`src/rtl/klp_pkg.sv`:
```
// Shared definitions for the front end: NOP encoding, RV32 major opcodes and the
// fetch-stage state encoding.
package klp_pkg;
    localparam logic [31:0] NOP_INSTR = 32'h0000_0013;   // addi x0, x0, 0

    localparam logic [6:0] OP_LUI    = 7'b0110111;
    localparam logic [6:0] OP_AUIPC  = 7'b0010111;
    localparam logic [6:0] OP_JAL    = 7'b1101111;
    localparam logic [6:0] OP_JALR   = 7'b1100111;
    localparam logic [6:0] OP_BRANCH = 7'b1100011;
    localparam logic [6:0] OP_LOAD   = 7'b0000011;
    localparam logic [6:0] OP_STORE  = 7'b0100011;
    localparam logic [6:0] OP_IMM    = 7'b0010011;
    localparam logic [6:0] OP_REG    = 7'b0110011;

    typedef enum logic [1:0] {
        BOOT  = 2'd0,
        RUN   = 2'd1,
        DRAIN = 2'd2
    } fetch_state_e;
endpackage

```
`src/rtl/instr_fetch_fifo.sv`:
```
// Small synchronous FIFO holding {instr, pc} pairs between imem and decode.
// Flush wins over push/pop; DEPTH must be a power of two so pointers wrap freely.
module instr_fetch_fifo #(
    parameter int DEPTH = 2,
    parameter int W     = 64
) (
    input  logic                   clk,
    input  logic                   rst_n,
    input  logic                   push,
    input  logic                   pop,
    input  logic                   flush,
    input  logic [W-1:0]           wdata,
    output logic [W-1:0]           rdata,
    output logic                   empty,
    output logic [$clog2(DEPTH):0] count
);
    localparam int AW = $clog2(DEPTH);

    logic [W-1:0]  mem_q [DEPTH];
    logic [AW-1:0] rd_ptr_q, wr_ptr_q;
    logic [AW:0]   count_q;
    logic          push_ok, pop_ok;

    assign pop_ok  = pop && (count_q != '0);
    assign push_ok = push && ((count_q != (AW+1)'(DEPTH)) || pop_ok);

    always_ff @(posedge clk or negedge rst_n) begin
        if (!rst_n) begin
            rd_ptr_q <= '0;
            wr_ptr_q <= '0;
            count_q  <= '0;
        end else if (flush) begin
            rd_ptr_q <= '0;
            wr_ptr_q <= '0;
            count_q  <= '0;
        end else begin
            if (push_ok) wr_ptr_q <= wr_ptr_q + AW'(1);
            if (pop_ok)  rd_ptr_q <= rd_ptr_q + AW'(1);
            case ({push_ok, pop_ok})
                2'b10:   count_q <= count_q + (AW+1)'(1);
                2'b01:   count_q <= count_q - (AW+1)'(1);
                default: count_q <= count_q;
            endcase
        end
    end

    always_ff @(posedge clk) begin
        if (push_ok && !flush) mem_q[wr_ptr_q] <= wdata;
    end

    assign rdata = mem_q[rd_ptr_q];
    assign empty = (count_q == '0);
    assign count = count_q;
endmodule

```
`src/rtl/instr_fetch.sv`:
```
// Fetch stage: owns the PC, issues word reads to imem, buffers returned words and
// handles control redirects. Define IF_MISALIGN_CHK_EN to fault on misaligned targets.
module instr_fetch
    import klp_pkg::*;
#(
    parameter int           n         = 32,
    parameter logic [n-1:0] RESET_PC  = '0,
    parameter int           BUF_DEPTH = 2
) (
    input  logic         clk,
    input  logic         rst_n,
    output logic         imem_req,
    output logic [n-1:0] imem_addr,
    input  logic         imem_gnt,
    input  logic         imem_rvalid,
    input  logic [n-1:0] imem_rdata,
    input  logic         stall,
    input  logic         PCSel,
    input  logic [n-1:0] br_target,
    output logic [n-1:0] instr,
    output logic [n-1:0] pc,
    output logic         instr_valid
`ifdef IF_MISALIGN_CHK_EN
    ,
    output logic         fetch_fault
`endif
);
    localparam int CW = $clog2(BUF_DEPTH + 1);

    fetch_state_e state_q;
    logic [n-1:0] fetch_pc_q, resp_pc_q, last_pc_q, tgt_al;
    logic [CW-1:0] outst_q, drop_q, drop_d, fifo_cnt;
    logic [CW:0]   occ;
    logic [2*n-1:0] head;
    logic redirect, issue, push, pop, fifo_empty, misalign, halt;

`ifdef IF_MISALIGN_CHK_EN
    logic fault_q;
    assign misalign    = (br_target[1:0] != 2'b00);
    assign halt        = fault_q;
    assign fetch_fault = fault_q;
`else
    assign misalign = 1'b0;
    assign halt     = 1'b0;
`endif

    always_comb begin
        redirect  = PCSel && instr_valid && !stall;
        tgt_al    = br_target & ~n'(3);
        occ       = {1'b0, fifo_cnt} + {1'b0, outst_q};
        imem_req  = (state_q == RUN) && !halt && !redirect && (occ < (CW+1)'(BUF_DEPTH));
        imem_addr = fetch_pc_q;
        issue     = imem_req && imem_gnt;
        // responses already in flight at a redirect belong to the old path
        push      = imem_rvalid && (drop_q == '0) && !redirect;
        pop       = instr_valid && !stall && !redirect;
        if (redirect)                         drop_d = outst_q - CW'(imem_rvalid);
        else if (imem_rvalid && drop_q != '0) drop_d = drop_q - CW'(1);
        else                                  drop_d = drop_q;
    end

    instr_fetch_fifo #(.DEPTH(BUF_DEPTH), .W(2*n)) u_fifo (
        .clk   (clk),
        .rst_n (rst_n),
        .push  (push),
        .pop   (pop),
        .flush (redirect),
        .wdata ({imem_rdata, resp_pc_q}),
        .rdata (head),
        .empty (fifo_empty),
        .count (fifo_cnt)
    );

    assign instr_valid = !fifo_empty;
    assign instr       = fifo_empty ? n'(NOP_INSTR) : head[2*n-1:n];
    assign pc          = fifo_empty ? last_pc_q : head[n-1:0];

    always_ff @(posedge clk or negedge rst_n) begin
        if (!rst_n) begin
            state_q    <= BOOT;
            fetch_pc_q <= RESET_PC;
            resp_pc_q  <= RESET_PC;
            last_pc_q  <= RESET_PC;
            outst_q    <= '0;
            drop_q     <= '0;
`ifdef IF_MISALIGN_CHK_EN
            fault_q    <= 1'b0;
`endif
        end else begin
            case (state_q)
                BOOT:    state_q <= RUN;
                RUN:     if (redirect && outst_q != '0) state_q <= DRAIN;
                DRAIN:   if (drop_d == '0) state_q <= RUN;
                default: state_q <= BOOT;
            endcase
            if (instr_valid) last_pc_q <= pc;
            outst_q <= outst_q + CW'(issue) - CW'(imem_rvalid);
            drop_q  <= drop_d;
            if (redirect) begin
                if (!misalign) begin
                    fetch_pc_q <= tgt_al;
                    resp_pc_q  <= tgt_al;
                end
`ifdef IF_MISALIGN_CHK_EN
                else fault_q <= 1'b1;
`endif
            end else begin
                if (issue) fetch_pc_q <= fetch_pc_q + n'(4);
                if (push)  resp_pc_q  <= resp_pc_q + n'(4);
            end
        end
    end
endmodule

```
`config.mk`:
```
export PLATFORM = sky130hd
export DESIGN_NAME = instr_fetch
export DESIGN_NICKNAME = d
export VERILOG_FILES = /design/src/rtl/klp_pkg.sv /design/src/rtl/instr_fetch_fifo.sv /design/src/rtl/instr_fetch.sv
export SDC_FILE = /design/constraint.sdc
export NUM_CORES = 1
export LEC_CHECK = 0
export ABC_AREA = 0
export CAP_MARGIN = 20
export CORE_ASPECT_RATIO = 0.8
export CORE_MARGIN = 2
export CORE_UTILIZATION = 40
export CTS_CLUSTER_DIAMETER = 30
export CTS_CLUSTER_SIZE = 24
export DETAILED_ROUTE_END_ITERATION = 10
export PLACE_DENSITY = 0.73
export SLEW_MARGIN = 40
export SYNTH_ARGS = -nofsm -noshare
export SYNTH_HDL_FRONTEND = slang
export SYNTH_SLANG_ARGS = --single-unit
```
`constraint.sdc`:
```
create_clock -name clk -period 6.4 [get_ports clk]
set_clock_uncertainty 0.15 [all_clocks]
set_input_delay 0.96 -clock clk [delete_from_list [all_inputs] [get_ports clk]]
set_output_delay 0.96 -clock clk [all_outputs]
set_load 0.01 [all_outputs]
```
==> notes.md <==
fresh numbers from the pnr run: total DRC errors in the routed layout 0, CTS tree yes, GR peak layer met1, TAP cells 312, worst r2r src u_fifo.count[1], Crit Path Category flop to primary output, Routed met2 length 9100 um, post_cts resized 0, status completed, Syn Area/Cell 12.3 um2, Post-synth top flop sky130_fd_sc_hd__edfxtp_1, internal power of the cells 4.72 mW, final weighted congestion in routability-driven placement 0.802, P_seq 2.41 mW, largest power group sequential cells, Peak supply drop 0.000260 V, total of buffers placed on input and output ports 163, Worst path top cell family by delay buffers and inverters, startpoint kind of the worst setup timing path flop, global-route wire length before repair 34600 um, # clock sinks 226, met1 track utilization from global routing 0.263, yosys warns 0, internal reg-to-reg setup slack 2810 ps, async set-or-reset flop fraction in the synthesized netlist 0.451, endpoint required time on the critical path 5290 ps, Fmax achieved 239 MHz, diode insertion count for antenna repair 0, Crit. End Element primary output, number of antenna violations at the first check in global routing 0, EDFF count, synth 124, Top-area cell share 0.385, metal3 WL 2090 um, layout inverter count without the clock tree 9, crit path time final 4180 ps, DP Wirelength 14300 um, most frequent cells in the layout sky130_fd_sc_hd__clkdlybuf4s50_1 (162), sky130_fd_sc_hd__edfxtp_1 (124), sky130_fd_sc_hd__dfrtp_1 (101), max-slew violation count 0, effective utilization at floorplan 0.410, sum of routed wire segments on met1 10500 um, end point of the critical path pc[31], logic depth of the worst path, buffers included 5, signal arrival time at the worst endpoint 3070 ps, Post-layout nets 1040, Post-DRT Antenna Nets 0, Pre-Repair DR Iteration Count 5, clock slew at reported path FFs 40 ps, commonest non-fill, non-tap cell in the layout sky130_fd_sc_hd__clkdlybuf4s50_1, CP Cell Sequence nor2_4 -> buf_4 -> nand2_1 -> o21ai_0 -> clkdlybuf4s50_1
**Signal wires by layer**

(2 px per um) Two of the layers only.
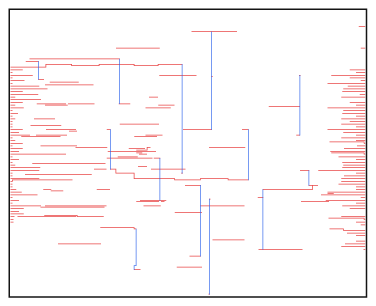
Key: red = metal 3 [wire length 2090 um]; blue = metal 4 [wire length 372 um]
total length of routed wires: 22000 um
post-DR wirelength/cell: 16.8 um
global router's overall resource usage: 0.174
number of vias after detailed routing: 6683

**Cell outlines without signal wires**

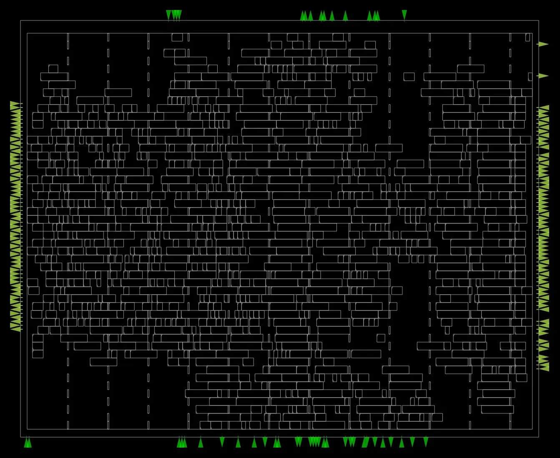
Final Instance Count excl. Fillers: 1308
register share of the cell area: 0.477
# fillers: 1924

**Wires at chosen ports, followed through buffers**

(3 px per um)
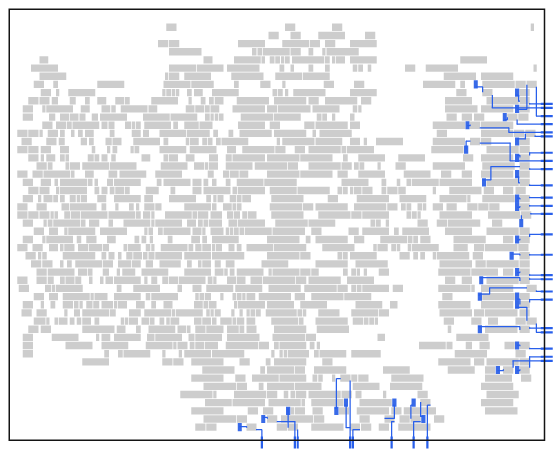
Key: blue = `instr` [direction output, edge 24 east, 8 south, end cells 32, buffers 32, wire 432 um]

**Sequential cells grouped by signal name**

(3 px per um) Other sequential cells in the stronger grey, the rest of the logic in the fainter grey.
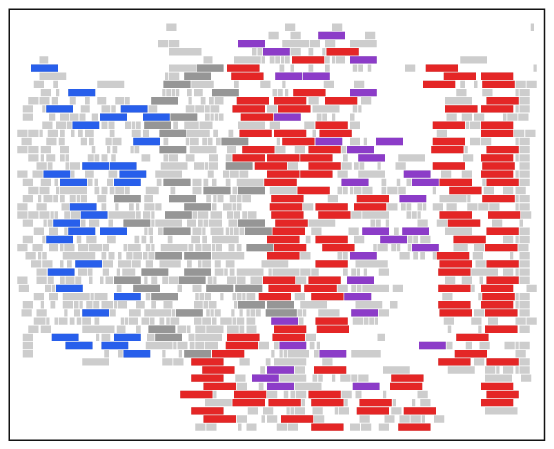
Key: red = `u_fifo.mem_q` [sequential cells 124]; purple = `last_pc_q` [sequential cells 32]; blue = `imem_addr` [sequential cells 30]
Another 40 sequential cells are not coloured.
sequential cell area in the final layout: 6280 um2
Util after Layout: 0.558

**Wire density map**

(2 px per um) 36 x 29 tiles, from dark blue (low) to red (high), scaled to the fullest tile. Values are wire area over tile area, all layers added.
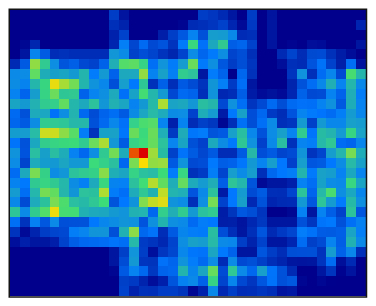
The emptiest ninth of the die: north-east. The densest ninth of the die: west. 5.6% of the tiles are over half the peak. The mean over all tiles is 0.14.

Power is estimated from default activity; no workload was simulated.
